<file path="config.mk">
export PLATFORM = sky130hd
export DESIGN_NAME = rr_grant_arbiter
export DESIGN_NICKNAME = d
export VERILOG_FILES = /design/src/rtl/arb_pkg.sv /design/src/rtl/rr_priority_pick.sv /design/src/rtl/rr_grant_arbiter.sv
export SDC_FILE = /design/constraint.sdc
export NUM_CORES = 1
export LEC_CHECK = 0
export CORE_UTILIZATION = 40
export CTS_BUF_LIST = sky130_fd_sc_hd__clkbuf_4 sky130_fd_sc_hd__clkbuf_8
export DETAILED_ROUTE_END_ITERATION = 7
export HOLD_SLACK_MARGIN = 0.03
export PLACE_DENSITY = 0.62
export SKIP_CTS_REPAIR_TIMING = 1
export SYNTH_ARGS = -nofsm -noshare
export SYNTH_HDL_FRONTEND = slang
export SYNTH_SLANG_ARGS = --single-unit
</file>
<file path="constraint.sdc">
create_clock -name clk -period 2.15 [get_ports clk]
set_input_delay 0.3225 -clock clk [delete_from_list [all_inputs] [get_ports clk]]
set_output_delay 0.3225 -clock clk [all_outputs]
set_load 0.02 [all_outputs]
</file>
<file path="src/rtl/arb_pkg.sv">
// Shared types for the round-robin grant arbiter: FSM state encodings.
package arb_pkg;

  typedef enum logic [1:0] {
    ARB_IDLE  = 2'b00,
    ARB_GRANT = 2'b01,
    ARB_COOL  = 2'b10
  } arb_state_t;

endpackage

</file>
<file path="src/rtl/rr_priority_pick.sv">
// Combinational rotating priority encoder: first set req bit at ptr, ptr+1, ... with wrap.
module rr_priority_pick #(
  parameter int NREQ = 4,
  parameter int IDW  = 2
) (
  input  logic [NREQ-1:0] req,
  input  logic [IDW-1:0]  ptr,
  output logic [IDW-1:0]  pick,
  output logic            any_req
);

  logic found;
  int   idx;

  always_comb begin
    pick    = '0;
    any_req = |req;
    found   = 1'b0;
    idx     = 0;
    for (int i = 0; i < NREQ; i++) begin
      idx = int'(ptr) + i;
      if (idx >= NREQ) idx = idx - NREQ;
      if (!found && req[idx]) begin
        pick  = IDW'(idx);
        found = 1'b1;
      end
    end
  end

endmodule

</file>
<file path="src/rtl/rr_grant_arbiter.sv">
// Round-robin arbiter with registered one-hot grant, release cooldown of GAP cycles and,
// with ARB_TIMEOUT_EN defined, a forced release after MAX_HOLD grant cycles.
module rr_grant_arbiter
  import arb_pkg::*;
#(
  parameter int NREQ     = 4,
  parameter int IDW      = 2,
  parameter int GAP      = 1,
  parameter int MAX_HOLD = 8
) (
  input  logic            clk,
  input  logic            rst,
  input  logic [NREQ-1:0] req,
  input  logic            done,
  output logic [NREQ-1:0] gnt,
  output logic            gnt_valid,
  output logic [IDW-1:0]  gnt_id,
  output logic            busy,
  output logic            timeout_evt
);

  if (IDW != $clog2(NREQ) || MAX_HOLD < 1 || GAP > 15) begin : g_cfg_err
    $error("rr_grant_arbiter: bad parameter set");
  end

  arb_state_t     state, state_d;
  logic [IDW-1:0] ptr, pick;
  logic           any_req, owner_rel, timeout_now;
  logic [3:0]     gap_cnt;

  rr_priority_pick #(.NREQ(NREQ), .IDW(IDW)) u_pick (
    .req     (req),
    .ptr     (ptr),
    .pick    (pick),
    .any_req (any_req)
  );

`ifdef ARB_TIMEOUT_EN
  localparam int HW = $clog2(MAX_HOLD + 1);
  logic [HW-1:0] hold;

  assign timeout_now = (state == ARB_GRANT) && (hold == HW'(MAX_HOLD - 1));

  // hold counts completed GRANT cycles; it sits at zero outside GRANT
  always_ff @(posedge clk or posedge rst) begin
    if (rst) begin
      hold        <= '0;
      timeout_evt <= 1'b0;
    end else begin
      timeout_evt <= timeout_now;
      if (state == ARB_GRANT && !owner_rel) hold <= hold + 1'b1;
      else                                  hold <= '0;
    end
  end
`else
  assign timeout_now = 1'b0;
  assign timeout_evt = 1'b0;
`endif

  assign owner_rel = done || !req[gnt_id] || timeout_now;

  always_comb begin
    state_d = state;
    case (state)
      ARB_IDLE:  if (any_req) state_d = ARB_GRANT;
      ARB_GRANT: if (owner_rel) state_d = (GAP > 0) ? ARB_COOL : ARB_IDLE;
      ARB_COOL:  if (int'(gap_cnt) + 1 >= GAP) state_d = ARB_IDLE;
      default:   state_d = ARB_IDLE;
    endcase
  end

  always_ff @(posedge clk or posedge rst) begin
    if (rst) begin
      state     <= ARB_IDLE;
      ptr       <= '0;
      gap_cnt   <= '0;
      gnt       <= '0;
      gnt_valid <= 1'b0;
      gnt_id    <= '0;
      busy      <= 1'b0;
    end else begin
      state <= state_d;
      busy  <= (state_d != ARB_IDLE);
      case (state)
        ARB_IDLE: if (any_req) begin
          gnt       <= NREQ'(1) << pick;
          gnt_valid <= 1'b1;
          gnt_id    <= pick;
        end
        ARB_GRANT: if (owner_rel) begin
          gnt       <= '0;
          gnt_valid <= 1'b0;
          gap_cnt   <= '0;
          // priority moves just past the releasing owner
          ptr       <= (int'(gnt_id) == NREQ - 1) ? '0 : gnt_id + 1'b1;
        end
        ARB_COOL: gap_cnt <= gap_cnt + 4'd1;
        default: ;
      endcase
    end
  end

endmodule

</file>
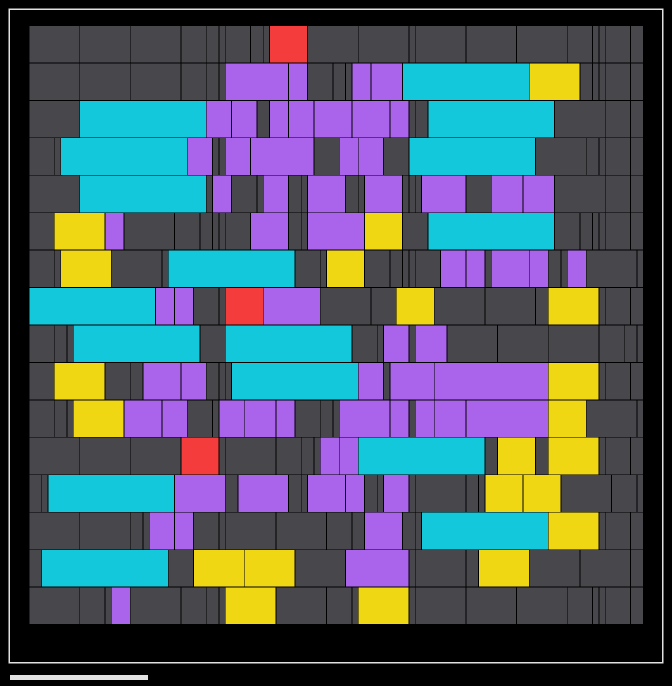
(run_1/class_map.png)
The bar under the picture is 10 µm long. Fill, decap, tap and diode cells in grey.
legend:
  clock-net drivers:
    colour: red
    cells: 3
    share_of_their_area: 2.2%
  registers:
    colour: cyan
    cells: 16
    share_of_their_area: 39%
  remaining buffers and delay cells:
    colour: yellow
    cells: 21
    share_of_their_area: 19%
  remaining logic cells:
    colour: purple
    cells: 63
    share_of_their_area: 40%
Final Cell Area: 0.00106 mm²
Rows: 16
flop share of the area: 37.8%
Core ar.: 0.00194 mm²

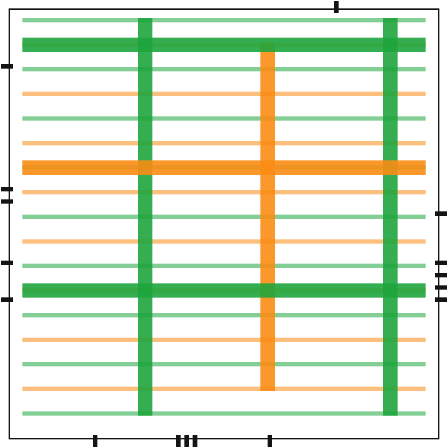
(run_1/floorplan.png)
Pins as bars on the die edge.
legend:
  VDD:
    colour: orange
  VSS:
    colour: green
met1 rails: 17
rows: 16
met5 straps: 3
signal pins: 16
met4 straps: 3
die width: 47.4 µm
Die H: 47.4 µm
Peak supply drop: 0.604 mV

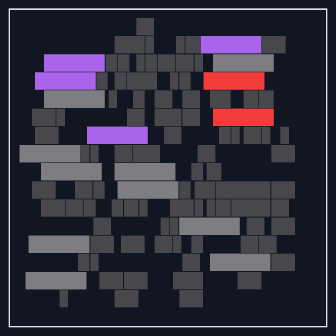
(run_1/ff_map.png)
Other sequential cells in the stronger grey, the rest of the logic in the fainter grey.
legend:
  state:
    colour: red
    flops: 2
  gap_cnt:
    colour: purple
    flops: 4
not coloured: 10
sequential power: 507 µW
Final Util: 54.5%
sequential cell area: 400 µm²

==> results.yml, run 1 <==
# implementation run metrics
layout:
  fillers: 186
  final-clk-cell-share_pct: 2.13
  syn2layout_area_growth_pct: 28.6
  final_nets: 115
  comb-cell-share_pct: 36.2
  buf_share_pct: 18.2
clock_tree:
  cts_buffers: 3
  clk-insertion-delay-late_ns: 0.28
  htreeDepth: 1
placed_design:
  post-place-ws_ns: 0.137
  postPlaceCellArea_mm2: 0.00104
  place_congestion: 0.829
synthesis:
  synth-simple-area-share_pct: 15.0
  synth_flop_count: 16
  top_cells_by_area: "dfrtp_1 (49%), ha_1 (4.6%), nand2_1 (3.6%)"
  synthCells: 83
  ys_types: 29
  floorplan.nets: 93
  async_flop_share_pct: 100
  synth_area_per_cell_um2: 9.92
power_and_ir_drop:
  p_int_uw: 809
  pg_comb_uw: 691
  top_power_group: "combinational cells"
global_route:
  grt_pass1_vias: 601
  use_met2_pct: 22.5
  overflow: 0
  antenna_found_initial: 0
floorplan:
  io_pins: 16
  fp-utilization_pct: 42.4
critical_path:
  slowest_stage: "or4_1"
  required_ns: 2.32
  crit_cells: 4
  critPathMaxFanout: 5
  rr_endpoint: "busy"
  reg2reg_from: "gap_cnt[0]"
  path_class: "flip-flop to flip-flop"
  crit_chain: "inv_1 > ha_1 > or4_1 > o311ai_0"
  path_buffers: 1
detailed_routing:
  routedWlPerCell_um: 12.7
  wl_mm: 1.65
timing:
  slew_viol_final: 0
run:
  drv_cap: 0
run_status:
  status: "completed"
==> run_1/clock_nets.png <==
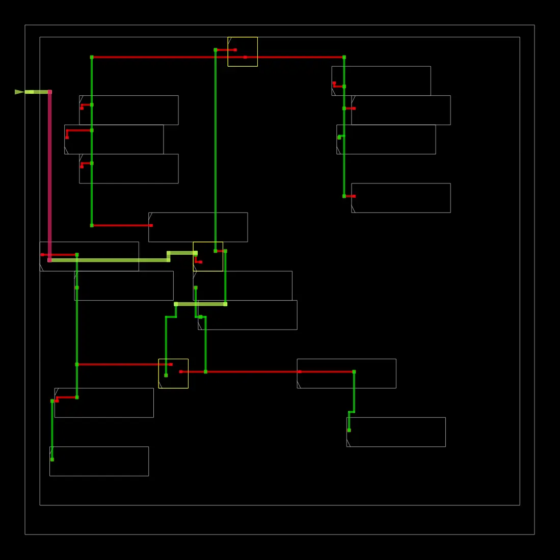

==> run 2: changes to the inputs <==
--- a/config.mk
+++ b/config.mk
@@ -9,7 +9,7 @@
 export CTS_BUF_LIST = sky130_fd_sc_hd__clkbuf_4 sky130_fd_sc_hd__clkbuf_8
 export DETAILED_ROUTE_END_ITERATION = 7
 export HOLD_SLACK_MARGIN = 0.03
-export PLACE_DENSITY = 0.62
+export PLACE_DENSITY = 0.65
 export SKIP_CTS_REPAIR_TIMING = 1
 export SYNTH_ARGS = -nofsm -noshare
 export SYNTH_HDL_FRONTEND = slang
==> constraint.sdc (replaced) <==
create_clock -name clk -period 1.51 [get_ports clk]
set_input_delay 0.2265 -clock clk [delete_from_list [all_inputs] [get_ports clk]]
set_output_delay 0.2265 -clock clk [all_outputs]
set_load 0.02 [all_outputs]
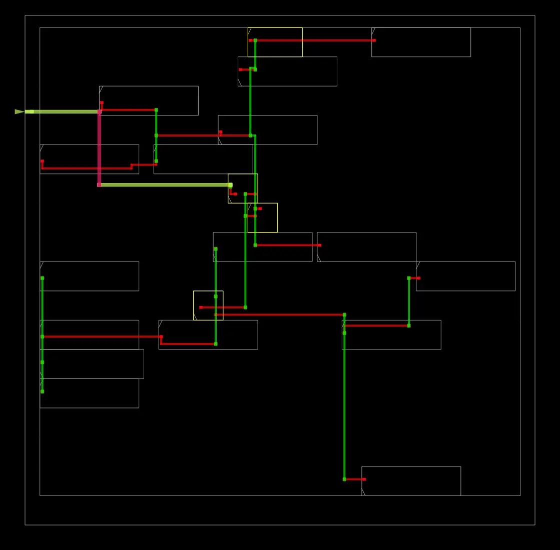
(run_2/clock_nets.png)
Latency at later pin: 0.28 ns
count of flip-flops and latches: 16
CTS Buf Count: 3

==> results.yml, run 2 <==
# implementation run metrics
clock_tree:
  htreeDepth: 1
synthesis:
  synth-simple-area-share_pct: 15.0
  top_cells_by_area: "dfrtp_1 (49%), ha_1 (4.6%), nand2_1 (3.6%)"
  floorplan.nets: 93
  synthCells: 83
  ys_types: 29
layout:
  fin_util_pct: 63.9
  comb-cell-share_pct: 36.4
  syn2layout_area_growth_pct: 50.8
  final_nets: 125
  fillers: 177
  final-clk-cell-share_pct: 2.92
  sh_seq_area_pct: 32.4
  regArea_um2: 402
placed_design:
  place_congestion: 0.795
  post-place-ws_ns: -0.381
run_status:
  status: "finished, violations left"
  violations: "setup timing"
floorplan:
  core_area_mm2: 0.00194
  io_pins: 16
  die_h_um: 47.4
  die_w_um: 47.4
  fp-utilization_pct: 42.4
  rows: 16
critical_path:
  rr_endpoint: "ptr[1]"
  crit_cells: 4
  critPathMaxFanout: 5
  required_ns: 1.68
  slowest_stage: "mux4_2"
  path_class: "flip-flop to flip-flop"
global_route:
  use_met2_pct: 33.7
  grt_pass1_vias: 706
  antenna_found_initial: 0
  overflow: 0
power_and_ir_drop:
  top_power_group: "combinational cells"
  pg_comb_mw: 1.27
  ir_worst_vdd_mv: 1.15
  pg_seq_uw: 700
  p_int_mw: 1.37
timing:
  setup_viol: 10
  fin_ws_ns: -0.137
run:
  drv_cap: 0
detailed_routing:
  routedWlPerCell_um: 12.6
Power is estimated from default activity; no workload was simulated.
